===== config.mk =====
export PLATFORM = sky130hd
export DESIGN_NAME = instr_fetch_unit_flat
export DESIGN_NICKNAME = d
export VERILOG_FILES = /design/src/rtl/ifu_pkg.sv /design/src/rtl/instr_fetch_unit_if.sv /design/src/rtl/ifu_fifo.sv /design/src/rtl/instr_fetch_unit.sv /design/src/flat_wrapper.sv
export SDC_FILE = /design/constraint.sdc
export NUM_CORES = 1
export LEC_CHECK = 0
export ABC_AREA = 1
export CAP_MARGIN = 20
export CORE_MARGIN = 1.5
export CORE_UTILIZATION = 35
export DETAILED_ROUTE_END_ITERATION = 16
export GPL_ROUTABILITY_DRIVEN = 0
export SLEW_MARGIN = 30
export SYNTH_ARGS = -nofsm -noshare
export SYNTH_HDL_FRONTEND = slang
export SYNTH_HIERARCHICAL = 1
export SYNTH_SLANG_ARGS = --single-unit

===== constraint.sdc =====
create_clock -name clk -period 5.2 [get_ports clk]
set_input_delay 1.56 -clock clk [delete_from_list [all_inputs] [get_ports clk]]
set_output_delay 1.56 -clock clk [all_outputs]
set_load 0.05 [all_outputs]

===== src/rtl/ifu_pkg.sv =====
// ============================================================================
// Module      : ifu_pkg
// Description : Shared types and constants for the instruction fetch unit.
// Revision    : 1.0 - initial release
// ============================================================================
`default_nettype none

package ifu_pkg;

   localparam int                    IFU_ADDR_W   = 32;
   localparam int                    INSTR_W      = 32;
   localparam logic [IFU_ADDR_W-1:0] IFU_RESET_PC = 32'h0000_0000;
   localparam logic [IFU_ADDR_W-1:0] PC_INC       = 32'd4;

   typedef enum logic [0:0] {
      RUN   = 1'b0,
      DRAIN = 1'b1
   } ifu_state_e;

   typedef struct packed {
      logic [INSTR_W-1:0]    instr;
      logic [IFU_ADDR_W-1:0] pc;
   } fetch_entry_t;

   function automatic logic [IFU_ADDR_W-1:0] align_pc(input logic [IFU_ADDR_W-1:0] pc);
      return {pc[IFU_ADDR_W-1:2], 2'b00};
   endfunction

endpackage

`default_nettype wire


===== src/rtl/instr_fetch_unit_if.sv =====
// ============================================================================
// Module      : instr_fetch_unit_if
// Description : Instruction-memory request/response and decode handshake bus.
// Revision    : 1.0 - initial release
// ============================================================================
`default_nettype none

interface instr_fetch_unit_if #(
   parameter int ADDR_W = 32
) ();

   logic              imem_req_valid;
   logic              imem_req_ready;
   logic [ADDR_W-1:0] imem_req_addr;
   logic              imem_rsp_valid;
   logic [31:0]       imem_rsp_data;
   logic              instr_valid;
   logic              instr_ready;
   logic [31:0]       instr;
   logic [ADDR_W-1:0] instr_pc;

   modport master (
      output imem_req_valid, imem_req_addr,
      input  imem_req_ready, imem_rsp_valid, imem_rsp_data,
      output instr_valid, instr, instr_pc,
      input  instr_ready
   );

   modport slave (
      input  imem_req_valid, imem_req_addr,
      output imem_req_ready, imem_rsp_valid, imem_rsp_data,
      input  instr_valid, instr, instr_pc,
      output instr_ready
   );

endinterface

`default_nettype wire


===== src/rtl/ifu_fifo.sv =====
// ============================================================================
// Module      : ifu_fifo
// Description : Synchronous FIFO of fetch entries with flush and count output.
// Revision    : 1.0 - initial release
// ============================================================================
`default_nettype none

module ifu_fifo
   import ifu_pkg::*;
#(
   parameter int DEPTH = 2
) (
   input  logic                   clk,
   input  logic                   rst_n,
   input  logic                   i_flush,
   input  logic                   i_push,
   input  fetch_entry_t           i_data,
   input  logic                   i_pop,
   output fetch_entry_t           o_head,
   output logic                   o_empty,
   output logic [$clog2(DEPTH):0] o_count
);

   localparam int PTR_W = $clog2(DEPTH);
   localparam int CNT_W = PTR_W + 1;

   fetch_entry_t     r_mem [DEPTH];
   logic [PTR_W-1:0] r_wr_ptr;
   logic [PTR_W-1:0] r_rd_ptr;
   logic [CNT_W-1:0] r_count;

   logic w_full;
   logic w_do_push;
   logic w_do_pop;

   assign w_full    = (r_count == CNT_W'(DEPTH));
   assign o_empty   = (r_count == '0);
   assign o_count   = r_count;
   assign o_head    = r_mem[r_rd_ptr];
   assign w_do_pop  = i_pop && !o_empty;
   assign w_do_push = i_push && (!w_full || w_do_pop);

   always_ff @(posedge clk or negedge rst_n) begin
      if (!rst_n) begin
         r_wr_ptr <= '0;
         r_rd_ptr <= '0;
         r_count  <= '0;
         for (int i = 0; i < DEPTH; i++) begin
            r_mem[i] <= '0;
         end
      end else if (i_flush) begin
         r_wr_ptr <= '0;
         r_rd_ptr <= '0;
         r_count  <= '0;
      end else begin
         if (w_do_push) begin
            r_mem[r_wr_ptr] <= i_data;
            r_wr_ptr        <= r_wr_ptr + PTR_W'(1);
         end
         if (w_do_pop) begin
            r_rd_ptr <= r_rd_ptr + PTR_W'(1);
         end
         r_count <= r_count + CNT_W'(w_do_push) - CNT_W'(w_do_pop);
      end
   end

   // The fetch credit scheme must never let a push hit a full buffer.
   a_no_overflow : assert property (@(posedge clk) disable iff (!rst_n)
      !(i_push && w_full && !i_pop && !i_flush));

endmodule

`default_nettype wire


===== src/rtl/instr_fetch_unit.sv =====
// ============================================================================
// Module      : instr_fetch_unit
// Description : PC owner, in-order imem requester and decode-side buffer.
//               Optional perf counters are enabled by IFU_PERF_CNT_EN.
// Revision    : 1.0 - initial release
// ============================================================================
`default_nettype none

module instr_fetch_unit
   import ifu_pkg::*;
#(
   parameter int                ADDR_W     = IFU_ADDR_W,
   parameter logic [ADDR_W-1:0] RESET_PC   = IFU_RESET_PC,
   parameter int                FIFO_DEPTH = 2
) (
   input  logic                 clk,
   input  logic                 rst_n,
   instr_fetch_unit_if.master   bus,
   input  logic                 redirect,
   input  logic [ADDR_W-1:0]    redirect_pc
`ifdef IFU_PERF_CNT_EN
   ,
   output logic [31:0]          perf_fetched,
   output logic [31:0]          perf_dropped
`endif
);

   localparam int CNT_W = $clog2(FIFO_DEPTH) + 1;

   ifu_state_e        r_state;
   ifu_state_e        w_state_nxt;
   logic [ADDR_W-1:0] r_fetch_pc;
   logic [ADDR_W-1:0] r_rsp_pc;
   logic [CNT_W-1:0]  r_outstanding;
   logic [CNT_W-1:0]  r_drop_cnt;

   logic [CNT_W-1:0]  w_count;
   logic              w_empty;
   fetch_entry_t      w_head;
   fetch_entry_t      w_push_entry;
   logic [CNT_W:0]    w_credit_used;
   logic              w_req_valid;
   logic              w_req_fire;
   logic              w_rsp_drop;
   logic              w_push;
   logic              w_pop;
   logic [CNT_W-1:0]  w_out_nxt;
   logic [CNT_W-1:0]  w_drop_nxt;

   assign w_credit_used = {1'b0, w_count} + {1'b0, r_outstanding};
   assign w_req_fire    = w_req_valid && bus.imem_req_ready;
   assign w_rsp_drop    = bus.imem_rsp_valid && (redirect || (r_drop_cnt != '0));
   assign w_push        = bus.imem_rsp_valid && !w_rsp_drop;
   assign w_pop         = !w_empty && bus.instr_ready && !redirect;
   assign w_out_nxt     = r_outstanding + CNT_W'(w_req_fire) - CNT_W'(bus.imem_rsp_valid);

   assign w_push_entry.instr = bus.imem_rsp_data;
   assign w_push_entry.pc    = r_rsp_pc;

   always_comb begin
      w_state_nxt = r_state;
      w_drop_nxt  = r_drop_cnt;
      w_req_valid = rst_n && (r_state == RUN) && !redirect &&
                    (w_credit_used < (CNT_W+1)'(FIFO_DEPTH));
      // A redirect re-arms the drop counter with everything still in flight.
      if (redirect) begin
         w_drop_nxt = w_out_nxt;
      end else if (bus.imem_rsp_valid && (r_drop_cnt != '0)) begin
         w_drop_nxt = r_drop_cnt - CNT_W'(1);
      end
      case (r_state)
         RUN:     if (w_drop_nxt != '0) w_state_nxt = DRAIN;
         DRAIN:   if (w_drop_nxt == '0) w_state_nxt = RUN;
         default: w_state_nxt = RUN;
      endcase
   end

   always_ff @(posedge clk or negedge rst_n) begin
      if (!rst_n) begin
         r_state       <= RUN;
         r_fetch_pc    <= RESET_PC;
         r_rsp_pc      <= RESET_PC;
         r_outstanding <= '0;
         r_drop_cnt    <= '0;
      end else begin
         r_state       <= w_state_nxt;
         r_outstanding <= w_out_nxt;
         r_drop_cnt    <= w_drop_nxt;
         if (redirect) begin
            r_fetch_pc <= align_pc(redirect_pc);
            r_rsp_pc   <= align_pc(redirect_pc);
         end else begin
            if (w_req_fire) r_fetch_pc <= r_fetch_pc + PC_INC;
            if (w_push)     r_rsp_pc   <= r_rsp_pc + PC_INC;
         end
      end
   end

   ifu_fifo #(
      .DEPTH   (FIFO_DEPTH)
   ) u_fifo (
      .clk     (clk),
      .rst_n   (rst_n),
      .i_flush (redirect),
      .i_push  (w_push),
      .i_data  (w_push_entry),
      .i_pop   (w_pop),
      .o_head  (w_head),
      .o_empty (w_empty),
      .o_count (w_count)
   );

   assign bus.imem_req_valid = w_req_valid;
   assign bus.imem_req_addr  = r_fetch_pc;
   assign bus.instr_valid    = !w_empty;
   assign bus.instr          = w_empty ? '0 : w_head.instr;
   assign bus.instr_pc       = w_empty ? '0 : w_head.pc;

`ifdef IFU_PERF_CNT_EN
   logic [31:0]    r_perf_fetched;
   logic [31:0]    r_perf_dropped;
   logic [CNT_W:0] w_drop_add;
   logic [32:0]    w_drop_sum;

   // Flushed buffer words and discarded responses both count as dropped.
   assign w_drop_add = (redirect ? {1'b0, w_count} : '0) + (CNT_W+1)'(w_rsp_drop);
   assign w_drop_sum = {1'b0, r_perf_dropped} + 33'(w_drop_add);

   always_ff @(posedge clk or negedge rst_n) begin
      if (!rst_n) begin
         r_perf_fetched <= '0;
         r_perf_dropped <= '0;
      end else begin
         if (w_pop && (r_perf_fetched != 32'hFFFF_FFFF)) begin
            r_perf_fetched <= r_perf_fetched + 32'd1;
         end
         r_perf_dropped <= w_drop_sum[32] ? 32'hFFFF_FFFF : w_drop_sum[31:0];
      end
   end

   assign perf_fetched = r_perf_fetched;
   assign perf_dropped = r_perf_dropped;
`endif

endmodule

`default_nettype wire


===== src/flat_wrapper.sv =====
// flat-port wrapper written by rule: the top's interface ports become plain ports
module instr_fetch_unit_flat import ifu_pkg::*;
#(
   parameter int                ADDR_W     = IFU_ADDR_W,
   parameter logic [ADDR_W-1:0] RESET_PC   = IFU_RESET_PC,
   parameter int                FIFO_DEPTH = 2
)
  (clk, rst_n, redirect, redirect_pc, bus_imem_req_valid, bus_imem_req_addr, bus_imem_req_ready, bus_imem_rsp_valid, bus_imem_rsp_data, bus_instr_valid, bus_instr, bus_instr_pc, bus_instr_ready);
  instr_fetch_unit_if #(.ADDR_W(ADDR_W)) bus_i ();
  input  logic clk;
  input  logic rst_n;
  input  logic redirect;
  input  logic [ADDR_W-1:0] redirect_pc;
  output wire logic [$bits(bus_i.imem_req_valid)-1:0] bus_imem_req_valid;
  output wire logic [$bits(bus_i.imem_req_addr)-1:0] bus_imem_req_addr;
  input wire logic [$bits(bus_i.imem_req_ready)-1:0] bus_imem_req_ready;
  input wire logic [$bits(bus_i.imem_rsp_valid)-1:0] bus_imem_rsp_valid;
  input wire logic [$bits(bus_i.imem_rsp_data)-1:0] bus_imem_rsp_data;
  output wire logic [$bits(bus_i.instr_valid)-1:0] bus_instr_valid;
  output wire logic [$bits(bus_i.instr)-1:0] bus_instr;
  output wire logic [$bits(bus_i.instr_pc)-1:0] bus_instr_pc;
  input wire logic [$bits(bus_i.instr_ready)-1:0] bus_instr_ready;
  assign bus_imem_req_valid = bus_i.imem_req_valid;
  assign bus_imem_req_addr = bus_i.imem_req_addr;
  assign bus_i.imem_req_ready = bus_imem_req_ready;
  assign bus_i.imem_rsp_valid = bus_imem_rsp_valid;
  assign bus_i.imem_rsp_data = bus_imem_rsp_data;
  assign bus_instr_valid = bus_i.instr_valid;
  assign bus_instr = bus_i.instr;
  assign bus_instr_pc = bus_i.instr_pc;
  assign bus_i.instr_ready = bus_instr_ready;
  instr_fetch_unit #(.ADDR_W(ADDR_W), .RESET_PC(RESET_PC), .FIFO_DEPTH(FIFO_DEPTH)) u_core (.clk(clk), .rst_n(rst_n), .bus(bus_i), .redirect(redirect), .redirect_pc(redirect_pc));
endmodule

### Placement density heat map, run 1

19 x 19 tiles, from white (low) to dark blue (high), 0 to 100% covered.
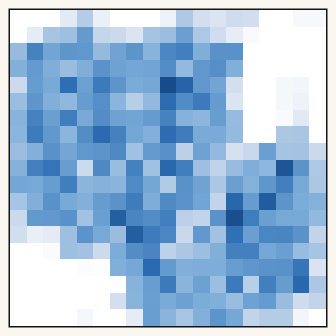
mean over tiles: 39%
nearly empty tiles: 18%
fullest tile: 89%
tiles over 75% full: 3.9%
emptiest ninth of the die: upper right
fp util: 0.359
fin util: 0.430
CORE AREA: 0.0328 mm²

### Sequential cells coloured by netlist name, run 1

The bar under the picture is 50 µm long. Other sequential cells in the stronger grey, the rest of the logic in the fainter grey.
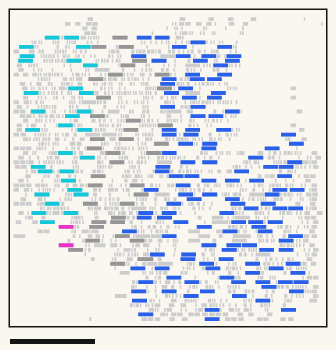
| colour | name in the netlist | placed flops |
|---|---|---|
| blue | u_core/u_fifo/r_mem | 128 |
| magenta | u_core/r_drop_cnt | 2 |
| cyan | u_core/bus.imem_req_addr | 30 |
flop share of the area: 0.350
Seq. pwr: 0.00234 W

### Cell placement, run 1

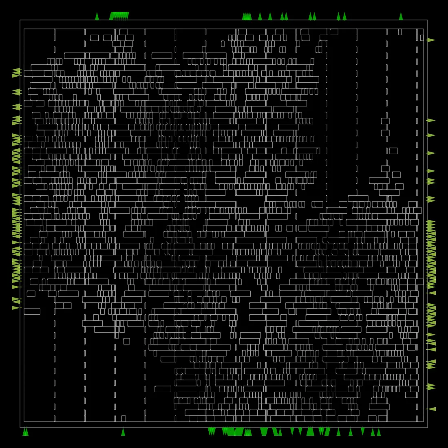
Row Count: 66
Seq Cell Count: 197

[run 1: final cells by class]
type,instances,share of cell area
clock buffer,18,0.0304
sequential,197,0.350
inverter,181,0.0484
multi-input combinational,1184,0.391
tap,442,0.0392
clock inverter,14,0.0100
timing repair buffer,181,0.132
[run 1: kinds of logic after synthesis]
logic type | after synthesis
compound gates | 78
xor+xnor | 17
fa+ha+maj | 8
buf+inv | 273
flops | 197
other cells | 1
simple gates | 1075
[run 1: layer usage]
| metal | vias up | wire length [µm] | GRT usage |
|---|---|---|---|
| met5 | - | 0 | 0 |
| met4 | 0 | 293 | 0.0488 |
| met3 | 26 | 1760 | 0.0280 |
| met2 | 326 | 15200 | 0.309 |
| met1 | 5171 | 16100 | 0.277 |
| li1 | 5421 | - | - |
==> flow_metrics.env, run 1 <==
# yosys + openroad results
export IMPL_endpoint="bus_instr_pc[6]"
export IMPL_ir_worst_vdd_uv=242
export IMPL_top_cell="nand2_1"
export IMPL_crit_buf_inv=4
export IMPL_min_from="u_core/u_fifo/r_mem[63]$_DFFE_PN0P_"
export IMPL_routedWlPerCell_um=15.1
export IMPL_criticalPathCategory="reg -> out"
export IMPL_final_cells=2217
export IMPL_cts_tree="done"
export IMPL_netlist_area_leader_share=0.419
export IMPL_ys_chip_area_mm2=0.0118
export IMPL_postSynthSeqShare=0.419
export IMPL_ys_warn_count=6
export IMPL_clock_root_buffer="clkbuf_16"
export IMPL_crit_arrival_ns=2.77
export IMPL_cp_depth=7
export IMPL_yosys_stat_cells=1649
export IMPL_die_h_um=186
export IMPL_clkSinkCount=197
export IMPL_port_buffers=163
export IMPL_grt_max_degree=149
export IMPL_regMostFlops="u_core/u_fifo/r_mem"
export IMPL_yosys_dominant_comb_family="simple AND/OR/NAND/NOR gates"
export IMPL_slowest_stage="clkdlybuf4s50_1"
export IMPL_cts_buffers=17
export IMPL_syn_inst=1649
export IMPL_ys_sh_aoi=0.0396
export IMPL_netSwitchingPower_w=0.00211
export IMPL_dp_cells=2184
export IMPL_largest_reg_flops=128
export IMPL_dp_hpwl_um=21700
export IMPL_grt_pass1_vias=10450
export IMPL_place_worst_setup_slack_ns=0.871
export IMPL_layout_drive_gt1_share=0.0777
export IMPL_simple_gate_share=0.404
export IMPL_cts_repair_resized=0
export IMPL_p_comb_frac=0.321
export IMPL_final_setup_worst_slack_ns=0.869
export IMPL_num_vias=10944
export IMPL_fin_tns_setup_ns=0
export IMPL_drtIter0Drc=806
export IMPL_crit_family="buffers and inverters"
export IMPL_crit_required_ns=3.64
export IMPL_drv_cap=0
export IMPL_rsz0062_at_grt="false"
export IMPL_drtAntennaViolNets=0
export IMPL_antenna_found_initial=0
export IMPL_worst_path_max_fanout=40
export IMPL_powerComb_w=0.00173
export IMPL_crit_path_frequent_cell="nand2_1"
export IMPL_clock_net_power_w=0.00132
export IMPL_path_clk_slew_ns=0.07
export IMPL_cts_hold_buf=0
export IMPL_hold_path_end="u_core/u_fifo/r_mem[63]$_DFFE_PN0P_"
export IMPL_edf_count=0
export IMPL_final_cell_mix="649 x nand2_1, 196 x dfrtp_1, 174 x inv_1"
export IMPL_rr_worst_depth=10
export IMPL_syn2layout_area_growth_pct=19.9
export IMPL_common_cells="649 x nand2_1, 197 x dfrtp_1, 176 x inv_1"
export IMPL_syn_area_per_cell_um2=7.13
export IMPL_leakagePower_nw=7.03
export IMPL_yosys_top_cells_area="dfrtp_1 42%, nand2_1 21%, nand4_1 7.5%"
export IMPL_slowest_delay_ns=0.84
export IMPL_finalPower_w=0.00539
export IMPL_final_net_count=1840
export IMPL_reg2reg_to="u_core/bus.imem_req_addr[17]$_DFFE_PN0P_"
export IMPL_async_flop_share=1.00
export IMPL_fmax_mhz=231
export IMPL_grt_ovfl_total=0
export IMPL_synthXorXnorAreaFrac=0.0127
export IMPL_cp_cell_sequence="inv_2 > buf_12 > nand2_1 > nand2_1 > inv_1 > nor2_1 > clkdlybuf4s50_1"
export IMPL_power_frac_seq=0.434
export IMPL_netlist_area_mm2=0.0118
export IMPL_drcViolationCount=0
export IMPL_ys_types=39
export IMPL_yosysTopAreaCell="dfrtp_1"
export IMPL_worstMarginPinSlew_ns=0.877
export IMPL_hold_path_class="reg -> reg"
export IMPL_grt_pass1_wl_um=55000
export IMPL_insertion_delay_ns=0.44
export IMPL_tool_warnings=30
export IMPL_status="completed"
export IMPL_r2r_slack_ns=1.93
export IMPL_clock_skew_ns=0.0131
export IMPL_die_width_um=186
### Placed cells, one colour a class, run 1

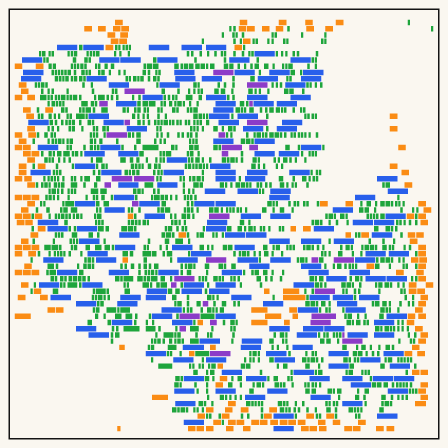

--- run 2 (diff from run 1) ---
clock period = 4.38 ns   (was 5.2 ns; I/O delays follow)
### Placed cells, one colour a class, run 2

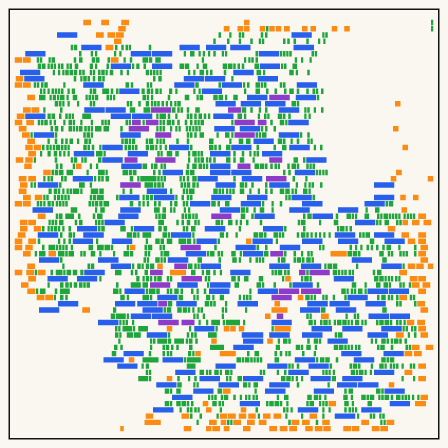
| colour | class | cells | share of their area |
|---|---|---|---|
| purple | clock drivers and dummy loads | 32 | 4.7% |
| orange | remaining buffers and delay cells | 185 | 13% |
| blue | sequential cells | 197 | 36% |
| green | remaining logic cells | 1365 | 46% |
fin util: 0.431
flop share of the area: 0.349

==> flow_metrics.env, run 2 <==
# yosys + openroad results
export IMPL_rr_worst_depth=14
export IMPL_num_vias=10972
export IMPL_routedWlPerCell_um=15.4
export IMPL_drv_cap=0
export IMPL_grt_usage=0.196
export IMPL_p_comb_frac=0.316
export IMPL_ys_dominant_reg_cell="dfrtp_1"
export IMPL_syn_area_per_cell_um2=7.13
export IMPL_muxShareOfSynthArea=0
export IMPL_clock_root_buffer="clkbuf_16"
export IMPL_yosysTopAreaCell="dfrtp_1"
export IMPL_slowest_stage="clkdlybuf4s50_1"
export IMPL_reg2reg_to="u_core/r_state$_DFF_PN0_"
export IMPL_fp_row_count=66
export IMPL_pg_seq_w=0.00278
export IMPL_cp_cell_sequence="buf_4 > nand2_1 > nand2_1 > inv_1 > nor2_1 > clkdlybuf4s50_1"
export IMPL_tool_warnings=30
export IMPL_ir_worst_vdd_uv=271
export IMPL_fill_cells=3428
export IMPL_edf_count=0
export IMPL_clock_net_power_w=0.00168
export IMPL_syn_inst=1649
export IMPL_fin_tns_setup_ns=0
export IMPL_crit_path_frequent_cell="nand2_1"
export IMPL_path_clk_slew_ns=0.09
export IMPL_crit_buf_inv=3
export IMPL_leakagePower_nw=7.14
export IMPL_criticalPathCategory="reg -> out"
export IMPL_final_cell_mix="649 x nand2_1, 196 x dfrtp_1, 174 x inv_1"
export IMPL_worstMarginPinSlew_ns=0.894
export IMPL_port_buffers=163
export IMPL_cts_tree="done"
export IMPL_regMostFlops="u_core/u_fifo/r_mem"
export IMPL_hold_path_end="u_core/u_fifo/r_mem[30]$_DFFE_PN0P_"
export IMPL_min_from="u_core/u_fifo/r_mem[30]$_DFFE_PN0P_"
export IMPL_die_width_um=186
export IMPL_netlist_area_mm2=0.0118
export IMPL_drcViolationCount=0
export IMPL_switching_share=0.404
export IMPL_cts_buffers=17
export IMPL_finalPower_w=0.00652
export IMPL_simple_gate_share=0.404
export IMPL_clock_skew_ns=0.0127
export IMPL_grt_max_degree=160
export IMPL_grt_pass1_vias=10273
export IMPL_grt_ovfl_total=0
export IMPL_final_net_count=1844
export IMPL_drtAntennaViolNets=0
export IMPL_synthXorXnorAreaFrac=0.0127
export IMPL_clkSinkCount=197
export IMPL_top_cell="nand2_1"
export IMPL_fp_util=0.359
export IMPL_largest_reg_flops=128
export IMPL_yosys_stat_cells=1649
export IMPL_postSynthSeqShare=0.419
export IMPL_antenna_found_initial=0
export IMPL_status="completed"
export IMPL_netlist_area_leader_share=0.419
export IMPL_ys_types=39
export IMPL_crit_family="buffers and inverters"
export IMPL_crit_required_ns=3.07
export IMPL_yosys_area_share_adder=0.00915
export IMPL_power_frac_seq=0.426
export IMPL_cp_depth=6
export IMPL_common_cells="649 x nand2_1, 197 x dfrtp_1, 176 x inv_1"
export IMPL_worst_path_max_fanout=36
export IMPL_r2r_slack_ns=1.58
export IMPL_endpoint="bus_instr_pc[1]"
export IMPL_crit_arrival_ns=2.46
export IMPL_layout_drive_gt1_share=0.0978
export IMPL_fmax_mhz=265
export IMPL_yosys_dominant_comb_family="simple AND/OR/NAND/NOR gates"
export IMPL_slowest_delay_ns=0.83
export IMPL_insertion_delay_ns=0.45
export IMPL_async_flop_share=1.00
export IMPL_timing_hold_ws_ns=0.473
export IMPL_crit_path_end_kind="primary output"
export IMPL_yosys_top_cells_area="dfrtp_1 42%, nand2_1 21%, nand4_1 7.5%"
export IMPL_rsz0062_at_grt="false"
export IMPL_grt_pass1_wl_um=55200
export IMPL_dieArea_mm2=0.0347
export IMPL_place_worst_setup_slack_ns=0.754
export IMPL_cts_hold_buf=0
export IMPL_cts_repair_resized=0
export IMPL_ys_warn_count=6
export IMPL_design_area_mm2=0.0141
export IMPL_drtIter0Drc=778
export IMPL_powerComb_w=0.00206
export IMPL_ys_sh_aoi=0.0396
==> run 2: cell counts after synthesis <==
Identical to the previous run, type by type.
==> run 2: routing by layer <==
metal / GRT usage / wire, µm
met5: 0 / 0
met4: 0.0528 / 469
met3: 0.0260 / 1630
met2: 0.314 / 15800
met1: 0.278 / 16300
==> run 2: layout make-up <==
type / instances / area, µm² / area share
clock inverters: 15 / 218 / 0.0154
well taps: 442 / 553 / 0.0392
flip-flops and latches: 197 / 4930 / 0.349
multi-input cells: 1184 / 5510 / 0.391
clock buffers: 17 / 425 / 0.0301
inverters: 181 / 682 / 0.0483
repair buffers: 185 / 1790 / 0.127
==> run 2: kinds of logic after synthesis <==
kind of cell	Yosys count
simple gates	1075
buf+inv	273
flops	197
compound gates	78
xor+xnor	17
fa+ha+maj	8
other cells	1
### Sequential cells coloured by netlist name, run 2

The bar under the picture is 50 µm long. Other sequential cells in the stronger grey, the rest of the logic in the fainter grey.
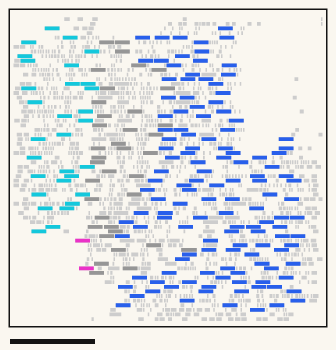

--- run 3 (diff from run 2) ---
CAP_MARGIN = not set   (was 20)
RECOVER_POWER = 100   (was not set)
### Sequential cells coloured by netlist name, run 3

The bar under the picture is 50 µm long. Other sequential cells in the stronger grey, the rest of the logic in the fainter grey.
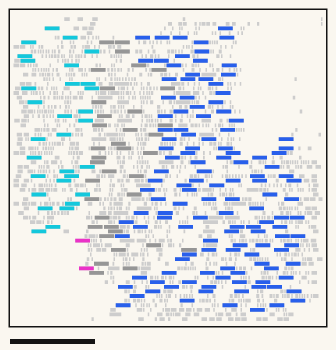
| colour | name in the netlist | placed flops |
|---|---|---|
| blue | u_core/u_fifo/r_mem | 128 |
| magenta | u_core/r_drop_cnt | 2 |
| cyan | u_core/bus.imem_req_addr | 30 |
fin util: 0.426
Seq. cell area: 0.00493 mm²
flop share of the area: 0.353
Seq. pwr: 0.00277 W

==> flow_metrics.env, run 3 <==
# yosys + openroad results
export IMPL_status="complete, but fails checks"
export IMPL_violations="max-capacitance violations, max-slew violations"
export IMPL_slowest_stage="clkbuf_2"
export IMPL_ys_dominant_reg_cell="dfrtp_1"
export IMPL_criticalPathCategory="reg -> out"
export IMPL_die_width_um=186
export IMPL_async_flop_share=1.00
export IMPL_port_buffers=163
export IMPL_common_cells="649 x nand2_1, 197 x dfrtp_1, 176 x inv_1"
export IMPL_cts_repair_resized=0
export IMPL_r2r_slack_ns=0.97
export IMPL_cp_cell_sequence="buf_4 > clkbuf_2 > nand2_1 > nand2_1 > inv_1 > nor2_1 > clkbuf_2"
export IMPL_crit_arrival_ns=2.68
export IMPL_ir_worst_vdd_uv=270
export IMPL_fp_row_count=66
export IMPL_drcViolationCount=0
export IMPL_final_cell_mix="651 x nand2_1, 196 x dfrtp_1, 175 x inv_1"
export IMPL_path_clk_slew_ns=0.09
export IMPL_rsz0062_at_grt="false"
export IMPL_reg2reg_to="u_core/u_fifo/r_mem[97]$_DFFE_PN0P_"
export IMPL_slew_viol_final=62
export IMPL_endpoint="bus_instr_pc[10]"
export IMPL_dieArea_mm2=0.0347
export IMPL_num_vias=10964
export IMPL_top_cell="nand2_1"
export IMPL_fin_tns_setup_ns=0
export IMPL_crit_required_ns=3.07
export IMPL_place_worst_setup_slack_ns=0.754
export IMPL_clkSinkCount=197
export IMPL_clock_root_buffer="clkbuf_16"
export IMPL_postSynthSeqShare=0.419
export IMPL_busiest_layer="met2"
export IMPL_crit_path_end_kind="primary output"
export IMPL_regMostFlops="u_core/u_fifo/r_mem"
export IMPL_switching_share=0.406
export IMPL_final_net_count=1844
export IMPL_clock_net_power_w=0.00168
export IMPL_layout_drive_gt1_share=0.0911
export IMPL_drtAntennaViolNets=0
export IMPL_worst_path_max_fanout=36
export IMPL_grt_pass1_vias=10273
export IMPL_powerComb_w=0.00201
export IMPL_netlist_area_mm2=0.0118
export IMPL_grt_usage=0.196
export IMPL_cts_tree="done"
export IMPL_yosys_stat_cells=1649
export IMPL_grt_pass1_wl_um=55200
export IMPL_power_frac_seq=0.429
export IMPL_ys_types=39
export IMPL_yosys_top_cells_area="dfrtp_1 42%, nand2_1 21%, nand4_1 7.5%"
export IMPL_cts_buffers=17
export IMPL_netlist_area_leader_share=0.419
export IMPL_syn_inst=1649
export IMPL_crit_family="buffers and inverters"
export IMPL_wl_met2_um=15600
export IMPL_clock_skew_ns=0.0131
export IMPL_grt_max_degree=160
export IMPL_drv_cap=2
export IMPL_p_comb_frac=0.311
export IMPL_met3_length_um=1830
export IMPL_ys_chip_area_mm2=0.0118
export IMPL_antenna_found_initial=1
export IMPL_yosysTopAreaCell="dfrtp_1"
export IMPL_tool_warnings=30
export IMPL_timing_hold_ws_ns=0.474
export IMPL_rr_worst_depth=11
export IMPL_hold_path_end="u_core/u_fifo/r_mem[30]$_DFFE_PN0P_"
export IMPL_drtIter0Drc=889
export IMPL_insertion_delay_ns=0.45
export IMPL_use_met1=0.278
export IMPL_crit_buf_inv=4
export IMPL_dp_hpwl_um=22300
export IMPL_fmax_mhz=250
export IMPL_ys_warn_count=6
export IMPL_routedWlPerCell_um=15.3
export IMPL_edf_count=0
export IMPL_slowest_delay_ns=0.65
export IMPL_syn_area_per_cell_um2=7.13
[run 3: cell count changes in the layout (fill, tap and decap cells not counted), sizes merged]
cell and delta:
buf -28, clkbuf +28, clkdlybuf4s50 -68, diode +1
dlygate4sd3 +68
[run 3: logic make-up (layout without fill, tap and decap cells)]
logic type      Yosys count  in the layout  synth area share
flops                   197            197             0.419
fa+ha+maj                 8              8           0.00915
xor+xnor                 17             17            0.0127
other cells               1              7          0.000319
simple gates           1075           1075             0.404
buf+inv                 273            398             0.115
compound gates           78             78            0.0396
[run 3: final cells by class]
cell class	count	area (µm²)
multi-input combinational	1184	5480
antenna	1	2.50
timing repair buffer	185	1680
tap	442	553
inverter	181	682
clock inverter	15	218
fill	3448	18800
sequential	197	4930
clock buffer	17	425
Power figures rest on the tool's default switching activity, not on a simulated workload.
